$ cat config.mk
export PLATFORM = sky130hd
export DESIGN_NAME = ddr3_dll_ctrl
export DESIGN_NICKNAME = d
export VERILOG_FILES = /design/src/rtl/ddr3_dll_ctrl.sv
export SDC_FILE = /design/constraint.sdc
export NUM_CORES = 1
export LEC_CHECK = 0
export CAP_MARGIN = 20
export CORE_ASPECT_RATIO = 0.5
export CORE_MARGIN = 4
export CORE_UTILIZATION = 29
export CTS_BUF_LIST = sky130_fd_sc_hd__clkbuf_8
export DETAILED_ROUTE_END_ITERATION = 10
export PLACE_DENSITY_LB_ADDON = 0.12
export RECOVER_POWER = 25
export SETUP_SLACK_MARGIN = 0.5
export SLEW_MARGIN = 0
export SYNTH_ARGS = -nofsm -noshare
export SYNTH_HDL_FRONTEND = slang
export SYNTH_SLANG_ARGS = --single-unit
$ cat constraint.sdc
create_clock -name CLK -period 5.7 [get_ports CLK]
set_input_delay 1.71 -clock CLK [delete_from_list [all_inputs] [get_ports CLK]]
set_output_delay 1.71 -clock CLK [all_outputs]
set_load 0.005 [all_outputs]
$ cat src/rtl/ddr3_dll_ctrl.sv
// ddr3_dll_ctrl: DDR3 PHY master DLL power-up, lock qualification and delay-code update sequencer
module ddr3_dll_ctrl #(
  parameter int PWRUP_WAIT    = 64,
  parameter int LOCK_FILTER   = 16,
  parameter int LOCK_TIMEOUT  = 4096,
  parameter int UPDATE_PERIOD = 1024,
  parameter int UPD_PULSE_W   = 2
) (
  input  logic       CLK,
  input  logic       RESET,
  input  logic       ENABLE,
  input  logic       DLL_LOCK,
  input  logic       DLL_DELAY_DIFF,
  input  logic [7:0] DLL_CODE,
  input  logic       UPDATE_REQ,
  output logic       UPDATE_ACK,
  output logic       DLL_POWERDOWN_N,
  output logic       DLL_CODE_UPDATE,
  output logic [7:0] CODE_OUT,
  output logic       CODE_VALID,
  output logic       READY,
  output logic       ERROR,
  output logic [3:0] RELOCK_CNT
);
  localparam logic [2:0] OFF = 3'd0, PWRUP = 3'd1, WAIT_LOCK = 3'd2, UPDATE = 3'd3,
                         CAPTURE = 3'd4, RUN = 3'd5, FAULT = 3'd6;
  localparam logic [19:0] PW_END  = 20'(PWRUP_WAIT - 1);
  localparam logic [19:0] TO_END  = 20'(LOCK_TIMEOUT - 1);
  localparam logic [19:0] PER_END = 20'(UPDATE_PERIOD - 1);
  localparam logic [19:0] UPD_END = 20'(UPD_PULSE_W - 1);
  localparam logic [7:0]  LF_END  = 8'(LOCK_FILTER - 1);
  logic [2:0]  st, nxt;
  logic [19:0] cnt;
  logic [7:0]  filt;
  logic        lock_m, lock_s, diff_m, diff_s, diff_d;
  logic        lost, lost_n, req, diff_rise;
  assign diff_rise       = diff_s & ~diff_d;
  assign lost_n          = lost | ~lock_s;
  assign DLL_POWERDOWN_N = st != OFF && st != FAULT;
  assign DLL_CODE_UPDATE = st == UPDATE && ENABLE;
  assign UPDATE_ACK      = st == CAPTURE && req && ENABLE;
  assign READY           = CODE_VALID && (st == RUN || st == UPDATE || st == CAPTURE);
  assign ERROR           = st == FAULT;
  // next-state selection; qualification beats timeout, lock loss beats every RUN trigger
  always_comb begin
    nxt = st;
    case (st)
      OFF:       nxt = PWRUP;
      PWRUP:     nxt = cnt == PW_END ? WAIT_LOCK : PWRUP;
      WAIT_LOCK: nxt = (lock_s && filt == LF_END) ? UPDATE : cnt == TO_END ? FAULT : WAIT_LOCK;
      UPDATE:    nxt = cnt == UPD_END ? (lost_n ? WAIT_LOCK : CAPTURE) : UPDATE;
      CAPTURE:   nxt = RUN;
      RUN:       nxt = !lock_s ? WAIT_LOCK : (UPDATE_REQ || diff_rise || cnt == PER_END) ? UPDATE : RUN;
      default:   nxt = FAULT;
    endcase
    if (!ENABLE) nxt = OFF;
  end
  // two-flop synchronizers for the asynchronous DLL status flags plus diff edge history
  always_ff @(posedge CLK or posedge RESET)
    if (RESET) {lock_m, lock_s, diff_m, diff_s, diff_d} <= '0;
    else {lock_m, lock_s, diff_m, diff_s, diff_d} <= {DLL_LOCK, lock_m, DLL_DELAY_DIFF, diff_m, diff_s};
  // state register and shared dwell counter, cleared on every state change
  always_ff @(posedge CLK or posedge RESET)
    if (RESET) begin
      st   <= OFF;
      cnt  <= '0;
      filt <= '0;
      lost <= 1'b0;
    end else begin
      st   <= nxt;
      cnt  <= (nxt == st && st != OFF && st != FAULT) ? cnt + 20'd1 : '0;
      filt <= (st == WAIT_LOCK && nxt == WAIT_LOCK && lock_s) ? filt + 8'd1 : '0;
      lost <= st == UPDATE && nxt == UPDATE ? lost_n : 1'b0;
    end
  // published code, validity, request tracking and lock-loss accounting
  always_ff @(posedge CLK or posedge RESET)
    if (RESET) begin
      CODE_OUT   <= '0;
      CODE_VALID <= 1'b0;
      req        <= 1'b0;
      RELOCK_CNT <= '0;
    end else begin
      if (st == CAPTURE && nxt == RUN) CODE_OUT <= DLL_CODE;
      CODE_VALID <= (nxt == OFF || nxt == WAIT_LOCK) ? 1'b0 : st == CAPTURE ? 1'b1 : CODE_VALID;
      req        <= st == RUN ? nxt == UPDATE && UPDATE_REQ : (nxt == UPDATE || nxt == CAPTURE) && req;
      if ((st == RUN || (st == UPDATE && CODE_VALID)) && nxt == WAIT_LOCK && RELOCK_CNT != 4'hF)
        RELOCK_CNT <= RELOCK_CNT + 4'd1;
    end
endmodule

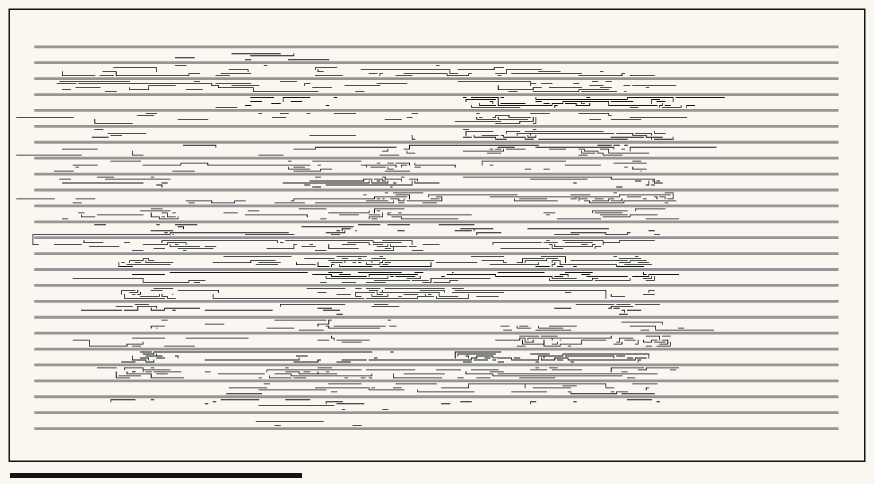
met1.png
Bar = 50 um. Supply wires on this layer in grey.
longest straight run	37.3 um
main direction	horizontal
final wirelength: 6.56 mm
vias: 2164

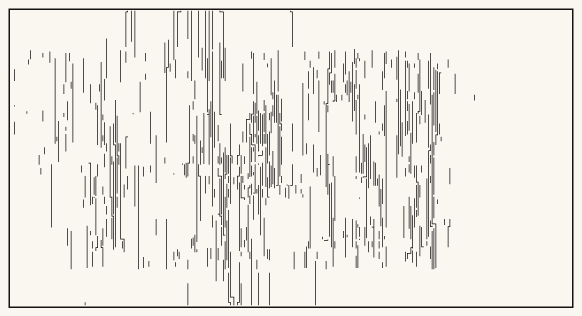
met2.png
main direction	vertical
share of all routed wire	45%
nets with wire on the layer	274
wire length on this layer	2940 um
grt met2 use: 19.6%

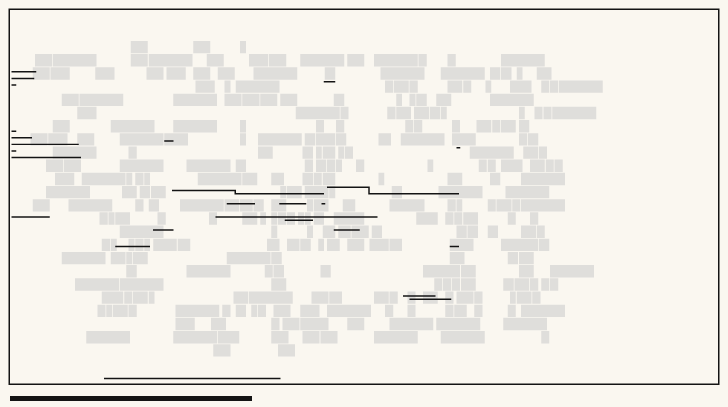
met3.png
Bar = 50 um. Cells faint in the background.
longest straight run	36.1 um
main direction	horizontal
share of all routed wire	3.5%
nets with wire on the layer	19
wire length on this layer	232 um
grt met3 use: 2.94%

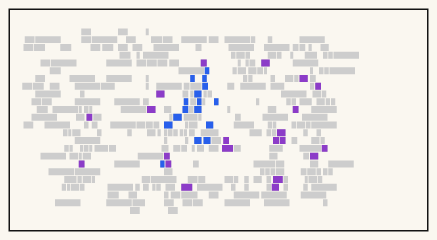
gate_families.png
family	colour	cells
inverting AOI/OAI gates	blue	16
AND and OR gates	purple	21
logic share of the area: 42.5%
Commonest Layout Cell: dfrtp_1

==> results.py <==
# Synthesis and PnR figures
metrics = {
    "run_status": {
        "status": "finished with violations",
        "violations": "capacitance limit, slew limit",
    },
    "logic_synthesis": {
        "yosys_area_um2": 2760,
        "synthFlopType": "dfrtp_1",
        "synth_cell_type_count": 47,
        "async_flop_share_pct": 100,
        "synthesis.area_um2": 2760,
    },
    "die": {
        "row_count": 24,
        "fp.dieW_um": 146,
    },
    "final_layout": {
        "comb_area_um2": 1400,
        "fillers": 921,
    },
    "power_and_ir_drop": {
        "finalPower_uw": 633,
        "power_density_nw_per_um2": 193,
    },
    "drt": {
        "routedWlPerCell_um": 15.5,
    },
    "placement": {
        "portBuffers": 31,
        "dp.cells": 416,
    },
    "critical_path": {
        "crit_start": "ENABLE",
        "rr_worst_depth": 7,
        "r2r_slack_ns": 3.06,
    },
    "final_timing": {
        "slew_viol_final": 36,
        "rsz0062_at_grt": "false",
        "setup-violations-final": 0,
    },
    "clocking": {
        "cts_root_buf": "clkbuf_8",
        "cts_setup_buffers": 0,
        "cts_tree": "done",
        "cts-hold-fix-buffers": 0,
    },
    "run": {
        "maxCapViolCount": 1,
        "warnings": 27,
    },
    "grt": {
        "grt_antenna_before_repair": 0,
        "track_usage_pct": 12.1,
    },
}
## synth_stat cells, types with 2 or more instances
master    number  area [um2]
dfrtp_1       51        1280
nand3_1       34         170
nor3_1        28         140
nand2_1       20        75.1
xnor2_1       17         149
nor2_1        11        41.3
clkbuf_1       9        33.8
mux2_2         9         101
xor2_1         9        78.8
nor4_1         8        50.1
and2_1         6        37.5
inv_1          5        18.8
nand4_1        5        31.3
a21oi_1        4        20.0
and3_1         4        25.0
and4_1         4        35.0
buf_2          4        20.0
ha_1           4        50.1
nor2b_1        4        25.0
nand2b_1       3        18.8
o21a_1         3        22.5
o21ai_0        3        15.0
o31ai_1        3        22.5
and3b_1        2        17.5
buf_6          2        22.5
nand4b_1       2        17.5
nor4_4         2        42.5
## critical path, stage by stage
cell	delay, ns
clkdlybuf4s50_1	0.49
nand2b_1	0.11
nor2_1	0.10
buf_4	0.19
and2_1	0.16
clkdlybuf4s50_1	0.50
## stage by stage
| stage | utilization (%) | area (um2) |
|---|---|---|
| after detailed placement | 35.8 | 3210 |
| after CTS | 36.8 | 3300 |
| after global routing | 36.6 | 3280 |
| final | 36.6 | 3280 |
| after floorplan | - | 2760 |
| after global placement | 35.6 | 3190 |
## logic make-up after synthesis
logic type | count (synthesis) | share of synthesized area [%]
XOR/XNOR | 27 | 8.83
buffers and inverters | 20 | 3.44
multiplexers | 9 | 3.67
flip-flops | 51 | 46.2
AND/OR/NAND/NOR | 141 | 29.5
adder cells (fa/ha/maj) | 4 | 1.81
AND-OR/OR-AND | 24 | 6.57
## flip-flops by register name, indices dropped and copies added (netlist names), 3 cells and up
signal / cells
filt: 8
st: 3
CODE_OUT: 8
cnt: 20
RELOCK_CNT: 4
## how the worst min path moves through the flow
| stage | end | slack (ns) | depth (start not counted) |
|---|---|---|---|
| 3_3_place_gp | diff_s$_DFF_PP0_ | 0.33 | 0 |
| 3_5_place_dp | lock_s$_DFF_PP0_ | 0.34 | 0 |
| 2_1_floorplan | diff_s$_DFF_PP0_ | 0.33 | 0 |
| 6_report | diff_s$_DFF_PP0_ | 0.36 | 0 |
| 5_1_grt | diff_s$_DFF_PP0_ | 0.38 | 0 |
| 4_1_cts | lock_s$_DFF_PP0_ | 0.37 | 0 |
## where the power goes
| group | total, mW | internal [mW] | switching, mW |
|---|---|---|---|
| clock network | 0.216 | 0.0868 | 0.129 |
| registers | 0.372 | 0.367 | 0.00464 |
| logic | 0.0457 | 0.0204 | 0.0253 |
## area by class of cell
cell class,instances,share of cell area [%]
clock buffer,5,2.10
clock inverter,3,0.571
inverter,5,0.571
multi-input combinational,205,42.5
sequential,51,38.9
tap,117,4.46
timing repair buffer,38,10.9
## layer usage
layer,wire (um),vias to the layer above
li1,-,1059
met1,3290,1062
met2,2940,33
met3,232,10
met4,99,0
met5,0,-
No activity file was given, so power comes from the tool's default toggle rates.
